Run 1, M1 wires:
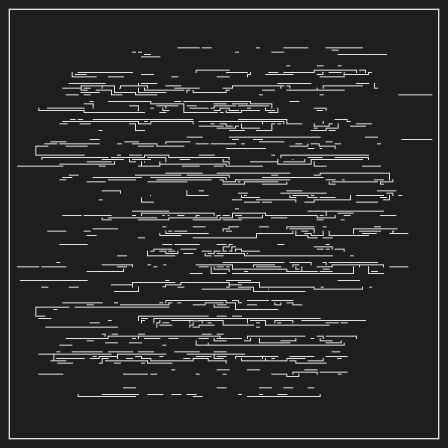
Run 1, drive-strength map:
Bar = 20 µm.
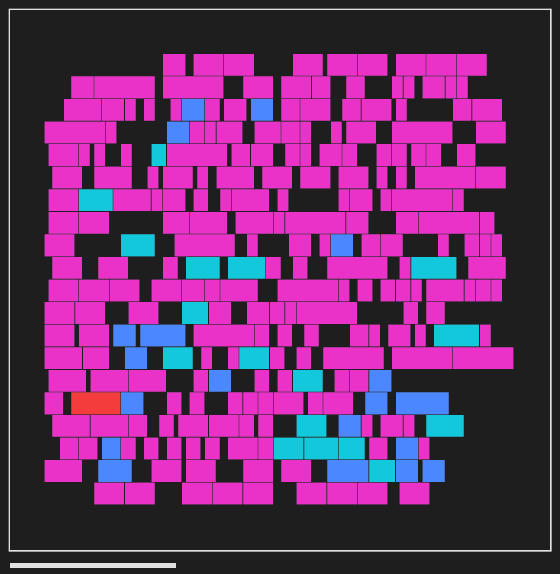
Run 1, metal layers overlaid:
Two of the layers only.
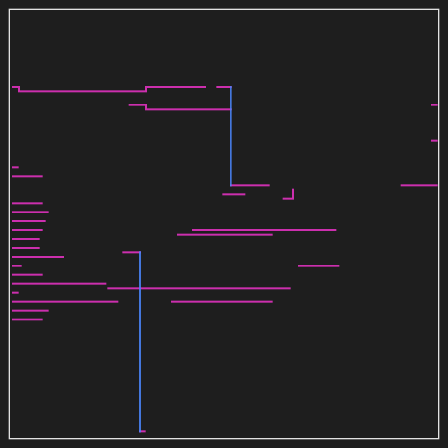
### config.mk
export PLATFORM = sky130hd
export DESIGN_NAME = cnt_arb
export DESIGN_NICKNAME = d
export VERILOG_FILES = /design/src/rtl/cnt_arb.sv
export SDC_FILE = /design/constraint.sdc
export NUM_CORES = 1
export LEC_CHECK = 0
export CAP_MARGIN = 20
export CORE_MARGIN = 4
export CORE_UTILIZATION = 47
export CTS_BUF_LIST = sky130_fd_sc_hd__clkbuf_4
export DETAILED_ROUTE_END_ITERATION = 8
export PLACE_DENSITY_LB_ADDON = 0.2
export SYNTH_ARGS = -nofsm -noshare
export SYNTH_HDL_FRONTEND = slang
export SYNTH_SLANG_ARGS = --single-unit
### constraint.sdc
create_clock -name clk -period 3.9 [get_ports clk]
set_clock_uncertainty 0.2 [all_clocks]
set_input_delay 0.78 -clock clk [delete_from_list [all_inputs] [get_ports clk]]
set_output_delay 0.78 -clock clk [all_outputs]
set_load 0.02 [all_outputs]
### src/rtl/cnt_arb.sv
// Round-robin command arbiter sharing one loadable up/down counter among NREQ requesters.
// Optional abort of in-flight UP/DOWN runs is enabled by defining CNT_ARB_ABORT_EN.
module cnt_arb #(
  parameter int WIDTH = 4,
  parameter int NREQ  = 4
) (
  input  logic                  clk,
  input  logic                  rst,
  input  logic [NREQ-1:0]       req_valid,
  output logic [NREQ-1:0]       req_ready,
  input  logic [2*NREQ-1:0]     req_cmd,
  input  logic [WIDTH*NREQ-1:0] req_arg,
  output logic [NREQ-1:0]       rsp_valid,
  output logic [WIDTH-1:0]      rsp_data,
  output logic                  rsp_wrap,
`ifdef CNT_ARB_ABORT_EN
  input  logic                  abort,
  output logic                  rsp_abort,
`endif
  output logic                  cnt_rstn,
  output logic                  cnt_load_en,
  output logic [WIDTH-1:0]      cnt_load,
  output logic                  cnt_down,
  input  logic [WIDTH-1:0]      cnt_count
);

  localparam int IDW = (NREQ > 1) ? $clog2(NREQ) : 1;

  localparam logic [1:0] CMD_LOAD = 2'b00;
  localparam logic [1:0] CMD_UP   = 2'b01;
  localparam logic [1:0] CMD_DOWN = 2'b10;
  localparam logic [1:0] CMD_READ = 2'b11;

  // IDLE: arbitrate, counter held | LOAD: write arg | RUN: one step per cycle | RESP: report
  typedef enum logic [1:0] {S_IDLE, S_LOAD, S_RUN, S_RESP} state_t;

  state_t           state, state_nxt;
  logic [IDW-1:0]   ptr, id, pick;
  logic             found;
  logic [1:0]       cmd, pick_cmd;
  logic [WIDTH-1:0] arg, rem, pick_arg;
  logic             wrap_flag;
  logic             abort_now;
  logic             crossing;
  int               j;

`ifdef CNT_ARB_ABORT_EN
  logic abort_flag;
  assign abort_now = abort;
`else
  assign abort_now = 1'b0;
`endif

  assign cnt_rstn = ~rst;

  always_comb begin
    found = 1'b0;
    pick  = '0;
    j     = 0;
    for (int k = 0; k < NREQ; k++) begin
      j = int'(ptr) + k;
      if (j >= NREQ) j = j - NREQ;
      if (!found && req_valid[j]) begin
        found = 1'b1;
        pick  = IDW'(j);
      end
    end
  end

  assign pick_cmd = req_cmd[2*int'(pick) +: 2];
  assign pick_arg = req_arg[WIDTH*int'(pick) +: WIDTH];
  assign crossing = ((cmd == CMD_UP) && (&cnt_count)) ||
                    ((cmd == CMD_DOWN) && (cnt_count == '0));

  always_comb begin
    state_nxt   = state;
    req_ready   = '0;
    rsp_valid   = '0;
    rsp_data    = '0;
    rsp_wrap    = 1'b0;
    cnt_load_en = 1'b0;
    cnt_load    = '0;
    cnt_down    = 1'b0;
`ifdef CNT_ARB_ABORT_EN
    rsp_abort   = 1'b0;
`endif
    case (state)
      S_IDLE: begin
        cnt_load_en = 1'b1;
        cnt_load    = cnt_count;
        if (found) begin
          req_ready[pick] = 1'b1;
          case (pick_cmd)
            CMD_LOAD: state_nxt = S_LOAD;
            CMD_UP, CMD_DOWN: state_nxt = (pick_arg != '0) ? S_RUN : S_RESP;
            default: state_nxt = S_RESP;
          endcase
        end
      end
      S_LOAD: begin
        cnt_load_en = 1'b1;
        cnt_load    = arg;
        state_nxt   = S_RESP;
      end
      S_RUN: begin
        cnt_down = (cmd == CMD_DOWN);
        if (abort_now) begin
          // Abort freezes the counter this cycle instead of taking a step.
          cnt_load_en = 1'b1;
          cnt_load    = cnt_count;
          state_nxt   = S_RESP;
        end else if (rem == WIDTH'(1)) begin
          state_nxt = S_RESP;
        end
      end
      S_RESP: begin
        cnt_load_en   = 1'b1;
        cnt_load      = cnt_count;
        rsp_valid[id] = 1'b1;
        rsp_data      = cnt_count;
        rsp_wrap      = wrap_flag;
`ifdef CNT_ARB_ABORT_EN
        rsp_abort     = abort_flag;
`endif
        state_nxt     = S_IDLE;
      end
      default: state_nxt = S_IDLE;
    endcase
    if (rst) begin
      req_ready   = '0;
      rsp_valid   = '0;
      rsp_data    = '0;
      rsp_wrap    = 1'b0;
      cnt_load_en = 1'b0;
      cnt_load    = '0;
      cnt_down    = 1'b0;
`ifdef CNT_ARB_ABORT_EN
      rsp_abort   = 1'b0;
`endif
    end
  end

  always_ff @(posedge clk) begin
    if (rst) begin
      state     <= S_IDLE;
      ptr       <= '0;
      id        <= '0;
      cmd       <= CMD_READ;
      arg       <= '0;
      rem       <= '0;
      wrap_flag <= 1'b0;
    end else begin
      state <= state_nxt;
      case (state)
        S_IDLE: begin
          if (found) begin
            id        <= pick;
            cmd       <= pick_cmd;
            arg       <= pick_arg;
            rem       <= pick_arg;
            ptr       <= (pick == IDW'(NREQ-1)) ? '0 : pick + 1'b1;
            wrap_flag <= 1'b0;
          end
        end
        S_RUN: begin
          if (!abort_now) begin
            rem <= rem - 1'b1;
            if (crossing) wrap_flag <= 1'b1;
          end
        end
        default: ;
      endcase
    end
  end

`ifdef CNT_ARB_ABORT_EN
  always_ff @(posedge clk) begin
    if (rst)                          abort_flag <= 1'b0;
    else if (state == S_IDLE && found) abort_flag <= 1'b0;
    else if (state == S_RUN && abort)  abort_flag <= 1'b1;
  end
`endif

endmodule

==> impl_metrics.yaml, run 1 <==
# physical design summary
setup_path:
  timing.critical_path.cells: "clkdlybuf4s50_1 -> nor2b_2 -> buf_4 -> a211o_4 -> nand2_4 -> inv_4 -> ha_1 -> and3_1 -> dlygate4sd2_1"
  cpLargestDelayFamily: "buffers and inverters"
  cp-end-kind: "output port"
  timing.critical_path.slowest_stage_cell: "sky130_fd_sc_hd__clkdlybuf4s50_1"
  cp_data_required_time_ns: 2.92
  maximum_single_stage_delay_on_the_critical_path_ns: 0.42
  crit_path_start_kind: "input port"
  worstRegToRegCells: 12
  timing.rr.end: "state[0]$_SDFFE_PP0P_"
  setup_crit_start: "req_valid[2]"
  timing.reg2reg.setup_slack_ns: 1.11
  arrival_ns: 2.68
  timing.rr.start: "ptr[0]$_SDFFE_PP0P_"
logic_synthesis:
  ys_types: 48
  postSynth.asyncResetShare_pct: 0
  top_area_cell: "sky130_fd_sc_hd__dfxtp_1"
  ys_area_um2: 1530
  ys.warnings.count: 0
  syn_inst: 195
  dominantRegCellSynth: "sky130_fd_sc_hd__dfxtp_1"
  seq_area_frac_synth_pct: 22.2
  synthesis.area_um2: 1530
  synth.area.top_cells: "sky130_fd_sc_hd__dfxtp_1 22%, sky130_fd_sc_hd__ha_1 11%, sky130_fd_sc_hd__nand3_1 5.6%, sky130_fd_sc_hd__o21ai_0 4.6%, sky130_fd_sc_hd__nand2_1 4.4%"
  top_area_cell_type_share_of_the_netlist_area_pct: 22.2
  synth-edff-count: 0
layout:
  mostFrequentLayoutCells: "49 x sky130_fd_sc_hd__clkdlybuf4s50_1, 18 x sky130_fd_sc_hd__nor2_1, 18 x sky130_fd_sc_hd__nand2_1, 17 x sky130_fd_sc_hd__nand3_1, 17 x sky130_fd_sc_hd__dfxtp_1"
  finalNetCount: 305
  layout_top_cell: "sky130_fd_sc_hd__clkdlybuf4s50_1"
  utilization_of_the_core_after_routing_pct: 71.5
  drive_gt1_share_pct: 14.5
  n_diodes: 0
cts:
  clock_tree.buffer_depth: 2
  clock_tree_from_tritoncts: "done"
  htree_num_levels: 1
  clk-insertion-delay-late_ns: 0.30
  cts-buffers-inserted: 3
  clock_sink_count: 17
final_timing:
  final-hold-violation-count: 0
  timing.final.crit_period_ns: 3.66
  final.period_utilization_pct: 93.8
  worst_hold_slack_ns: 0.265
  setup-violations-final: 0
global_routing:
  grt_use_met3_pct: 5.03
  first_global_vias: 1612
  pin_count_of_the_biggest_net_entering_global_routing: 19
  globalRoute.totalOverflow: 0
  globalRouteMet2Util_pct: 35.1
  grt-busiest-layer: "met2"
floorplanning:
  io_pins: 54
  core-area_um2: 3080
  die_area_um2: 4240
  core_utilization_at_floorplan_pct: 49.8
  die-height_um: 65.1
  die_w_um: 65.1
pwr:
  peakVddDrop_v: 0.000310
outcome:
  run_status: "complete, no violations"
detailed_routing:
  postRouteAntennaNets: 0
  final_routed_drc_violation_total: 0
  topRoutingLayerUsed: "met4"
flow_run:
  max-cap-violations: 0
placement:
  area_of_placed_instances_um2: 2160
  io_buffers: 53
-- 'M1 wires' (at the start) --
268 nets have wire on it. The wires run mostly horizontal. The layer carries 1810 µm of wire. The longest straight run is 25.3 µm. The layer holds 45% of the routed length.
vias: 1585
WL final: 4050 µm
met1 track demand over resource in global routing: 27.4%

-- 'drive-strength map' (at the start) --
Key: x2 = cyan [cells 17]; x1 and smaller = magenta [cells 219]; x3 and x4 = blue [cells 19]; x6 and larger = red [cells 1]
final critical-path setup slack: 0.241 ns
synthesis-to-layout area growth: 43.6%
cell area after layout: 2200 µm²
layout buffer count excluding clock buffers: 64

-- 'metal layers overlaid' (at the start) --
Key: M3 = magenta [wire length 240 µm]; M4 = blue [wire length 42.2 µm]
average wire per standard cell: 13.5 µm
Overall Global Routing Usage: 20.8%

[run 1: worst register-to-register path, cell delays in order (launching register included)]
cell	delay, ns
sky130_fd_sc_hd__dfxtp_1	0.43
sky130_fd_sc_hd__nor2b_4	0.07
sky130_fd_sc_hd__o21ba_1	0.18
sky130_fd_sc_hd__a211o_2	0.41
sky130_fd_sc_hd__buf_4	0.19
sky130_fd_sc_hd__mux2i_1	0.12
sky130_fd_sc_hd__mux2_2	0.31
sky130_fd_sc_hd__ha_1	0.20
sky130_fd_sc_hd__nor2_1	0.11
sky130_fd_sc_hd__nand2_1	0.06
sky130_fd_sc_hd__o211ai_1	0.07
sky130_fd_sc_hd__o21ai_0	0.11
sky130_fd_sc_hd__a32o_2	0.24
[run 1: registers in the layout (all words and copies together) (netlist names)]
signal and cells:
arg 4, rem 4, wrap_flag 1, state 2, cmd 2, ptr 2, id 2
[run 1: logic make-up after synthesis]
logic type / share of synthesized area, %
compound gates: 25.3
fa+ha+maj: 11.4
buf+inv: 6.21
flops: 22.2
mux: 5.72
simple gates: 29.1
[run 1: power by group]
part           internal, mW  leakage, nW  switching, mW
Sequential            0.241        0.141         0.0605
Clock                0.0383       0.0177         0.0596
Combinational         0.370        0.815          0.476
Total                 0.649        0.973          0.596
[run 1: worst min-delay path by stage]
| stage | from | depth (start not counted) | endpoint |
|---|---|---|---|
| 6_report | arg[2]$_SDFFE_PP0P_ | 2 | arg[2]$_SDFFE_PP0P_ |
| 5_1_grt | arg[2]$_SDFFE_PP0P_ | 2 | arg[2]$_SDFFE_PP0P_ |
| 4_1_cts | arg[2]$_SDFFE_PP0P_ | 2 | arg[2]$_SDFFE_PP0P_ |
| 3_5_place_dp | arg[2]$_SDFFE_PP0P_ | 2 | arg[2]$_SDFFE_PP0P_ |
| 3_3_place_gp | arg[2]$_SDFFE_PP0P_ | 2 | arg[2]$_SDFFE_PP0P_ |
| 2_1_floorplan | arg[0]$_SDFFE_PP0P_ | 2 | arg[0]$_SDFFE_PP0P_ |
[run 1: area by class of cell]
| type | instances | area (µm²) |
|---|---|---|
| multi-input combinational | 159 | 1100 |
| clock inverter | 1 | 5.00 |
| sequential | 17 | 340 |
| inverter | 12 | 60.1 |
| timing repair buffer | 64 | 619 |
| clock buffer | 3 | 22.5 |
| tap | 44 | 55.1 |
| fill | 262 | 878 |
[run 1: stage by stage]
step / cells / setup slack, ns / setup TNS, ns
floorplan: 195 / 0.946 / 0
global placement: 296 / -0.00157 / -0.00179
detailed placement: 296 / -0.0328 / -0.0442
CTS: 300 / 0.00594 / 0
global route: 300 / 0.173 / 0
finish: 300 / 0.241 / 0
[run 1: synth_stat cells, drive strengths merged (4+ instances only)]
| master | n |
|---|---|
| and2 | 5 |
| mux2i | 5 |
| nor2b | 5 |
| o21ai | 15 |
| nand3 | 20 |
| a211oi | 4 |
| inv | 11 |
| dfxtp | 17 |
| a22oi | 4 |
| o211ai | 5 |
| ha | 14 |
| nor2 | 18 |
| clkbuf | 5 |
| nand2 | 19 |
| a21oi | 13 |
| and3 | 5 |
[run 1: what timing repair did]
item | CTS | global route
resized | 2 | 3
setup endpoints to repair | 3 | 3
cloned | 0 | 0
==> run 2: changes to the inputs <==
CTS_CLUSTER_SIZE = 40   (was not set)
Run 2, clock wiring as the flow saved it:
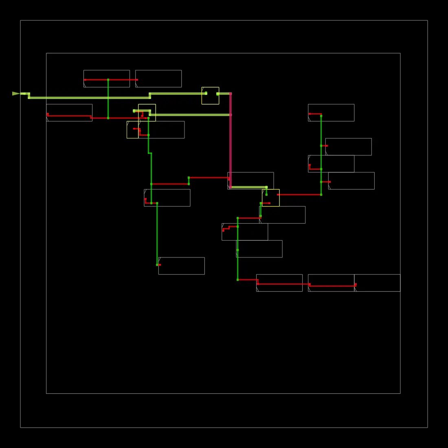
clock sink count: 17
number of buffers created by CTS: 3
clk_lat worst skew: 0.30 ns
count of sequential standard cells: 17

==> impl_metrics.yaml, run 2 <==
# physical design summary
logic_synthesis:
  synth.area.top_cells: "sky130_fd_sc_hd__dfxtp_1 22%, sky130_fd_sc_hd__ha_1 11%, sky130_fd_sc_hd__nand3_1 5.6%, sky130_fd_sc_hd__o21ai_0 4.6%, sky130_fd_sc_hd__nand2_1 4.4%"
  top_area_cell: "sky130_fd_sc_hd__dfxtp_1"
  post_synth_ao_oa_area_fraction_pct: 25.3
  synthesis.area_um2: 1530
  seq_area_frac_synth_pct: 22.2
  synth-edff-count: 0
  logic_family_by_area: "simple AND/OR/NAND/NOR gates"
  top_area_cell_type_share_of_the_netlist_area_pct: 22.2
  simple_gate_share_pct: 29.1
  synth_xor_xnor_area_share_pct: 0
  syn_inst: 195
  ys.warnings.count: 0
  ys_area_um2: 1530
  adder_cell_share_of_the_synthesized_area_pct: 11.4
  postSynth.asyncResetShare_pct: 0
  ys_types: 48
  yosys-top-cells-count: "18 x sky130_fd_sc_hd__nand2_1, 18 x sky130_fd_sc_hd__nor2_1, 17 x sky130_fd_sc_hd__dfxtp_1, 17 x sky130_fd_sc_hd__nand3_1"
placement:
  place_ws_ns: -0.0328
  io_buffers: 53
final_timing:
  setup_slack_ns: 0.241
  final.period_utilization_pct: 93.8
  setup-violations-final: 0
  timing.final.crit_period_ns: 3.66
global_routing:
  grt-busiest-layer: "met2"
  globalRouteMet2Util_pct: 35.1
  pin_count_of_the_biggest_net_entering_global_routing: 19
  globalRoute.totalOverflow: 0
  globalRouteMet1Util_pct: 27.4
  grt_use_met3_pct: 5.03
setup_path:
  crit_path_start_kind: "input port"
  cp_data_required_time_ns: 2.92
  worstRegToRegCells: 12
  timing.reg2reg.setup_slack_ns: 1.11
  cp-end-kind: "output port"
  timing.rr.start: "ptr[0]$_SDFFE_PP0P_"
  cpLargestDelayFamily: "buffers and inverters"
floorplanning:
  die_area_um2: 4240
  die-height_um: 65.1
  io_pins: 54
hold_path:
  min_delay_worst_endpoint: "arg[2]$_SDFFE_PP0P_"
  hold_path_depth: 2
detailed_routing:
  avgRoutedWirePerCell_um: 13.5
  via_count: 1585
  postRouteAntennaNets: 0
  final_routed_drc_violation_total: 0
layout:
  mostFrequentLayoutCells: "49 x sky130_fd_sc_hd__clkdlybuf4s50_1, 18 x sky130_fd_sc_hd__nor2_1, 18 x sky130_fd_sc_hd__nand2_1, 17 x sky130_fd_sc_hd__nand3_1, 17 x sky130_fd_sc_hd__dfxtp_1"
  n_diodes: 0
  area.growth.synth_to_final_pct: 43.6
  finalNetCount: 305
  utilization_of_the_core_after_routing_pct: 71.5
  biggestRegsByFlops: "arg (4), rem (4)"
  drive_gt1_share_pct: 14.5
cts:
  clock_tree.buffer_depth: 2
  htree_num_levels: 1
flow_run:
  max-cap-violations: 0
pwr:
  power.sequential.fraction_pct: 24.2
  internal_power_mw: 0.649
  power.share.combinational_pct: 67.9
  swShare_pct: 47.9
outcome:
  run_status: "complete, no violations"
Run 2, metal layers overlaid:
Two of the layers only.
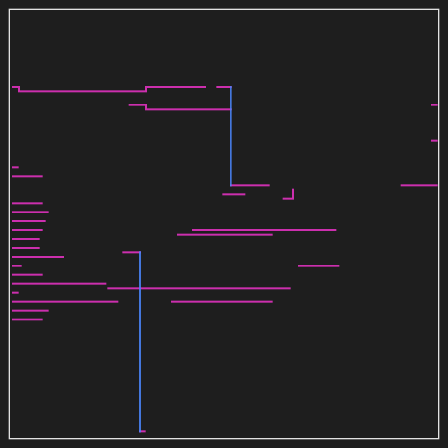
Key: M3 = magenta [wire length 240 µm]; M4 = blue [wire length 42.2 µm]

run 2: cell counts after synthesis:
Identical to the previous run, type by type.
run 2: repair_timing:
item	CTS	global route
pin swaps	0	0
setup endpoints to repair	3	3
hold buffers	0	0
resized	2	3
run 2: layer usage:
metal | routed length, µm | part of all wire, %
met4 | 42 | 1.0
met3 | 240 | 5.9
met5 | 0 | 0
met1 | 1810 | 45
met2 | 1960 | 48
run 2: cell type report:
cell class	count	area (µm²)	area share, %
timing repair buffer	64	619	28.2
tap	44	55.1	2.50
clock inverter	1	5.00	0.228
sequential	17	340	15.5
clock buffer	3	22.5	1.02
inverter	12	60.1	2.73
multi-input combinational	159	1100	49.9
run 2: metrics by stage:
step           instances  cell area, µm²
2_1_floorplan        195            1530
3_3_place_gp         296            2160
3_5_place_dp         296            2160
4_1_cts              300            2190
5_1_grt              300            2200
6_report             300            2200
run 2: logic make-up after synthesis:
group                      Yosys count
and+or+nand+nor                     83
muxes                                8
AOI/OAI and AO/OA                   54
DFF                                 17
adders and majority gates           14
buffers and inverters               19
run 2: tightest hold or removal path: cells and delay by family, from the launching register on:
| family | cells | cell delay (ns) |
|---|---|---|
| DFF | 1 | 0.32 |
| and+or+nand+nor | 1 | 0.05 |
| AOI/OAI and AO/OA | 1 | 0.05 |
run 2: how the worst max path moves through the flow:
stage          slack [ns]    startpoint                     to  cells past startpoint
6_report             0.24  req_valid[2]           req_ready[3]                      9
5_1_grt              0.17  req_valid[2]           req_ready[3]                      9
3_5_place_dp        -0.03  req_valid[2]           req_ready[3]                      8
4_1_cts             0.006  req_valid[2]           req_ready[1]                      8
3_3_place_gp       -0.002  req_valid[2]           req_ready[1]                      8
2_1_floorplan        0.95  req_valid[2]  state[0]$_SDFFE_PP0P_                     12
run 2: power groups by stage:
stage / clock, mW / combinational (mW) / sequential [mW]
finish: 0.0980 / 0.846 / 0.301
floorplan: 0 / 0.611 / 0.289
detailed placement: 0 / 0.846 / 0.306
global placement: 0 / 0.829 / 0.304
global route: 0.108 / 0.955 / 0.313
CTS: 0.0988 / 0.851 / 0.301
Power and IR drop assume default switching activity.
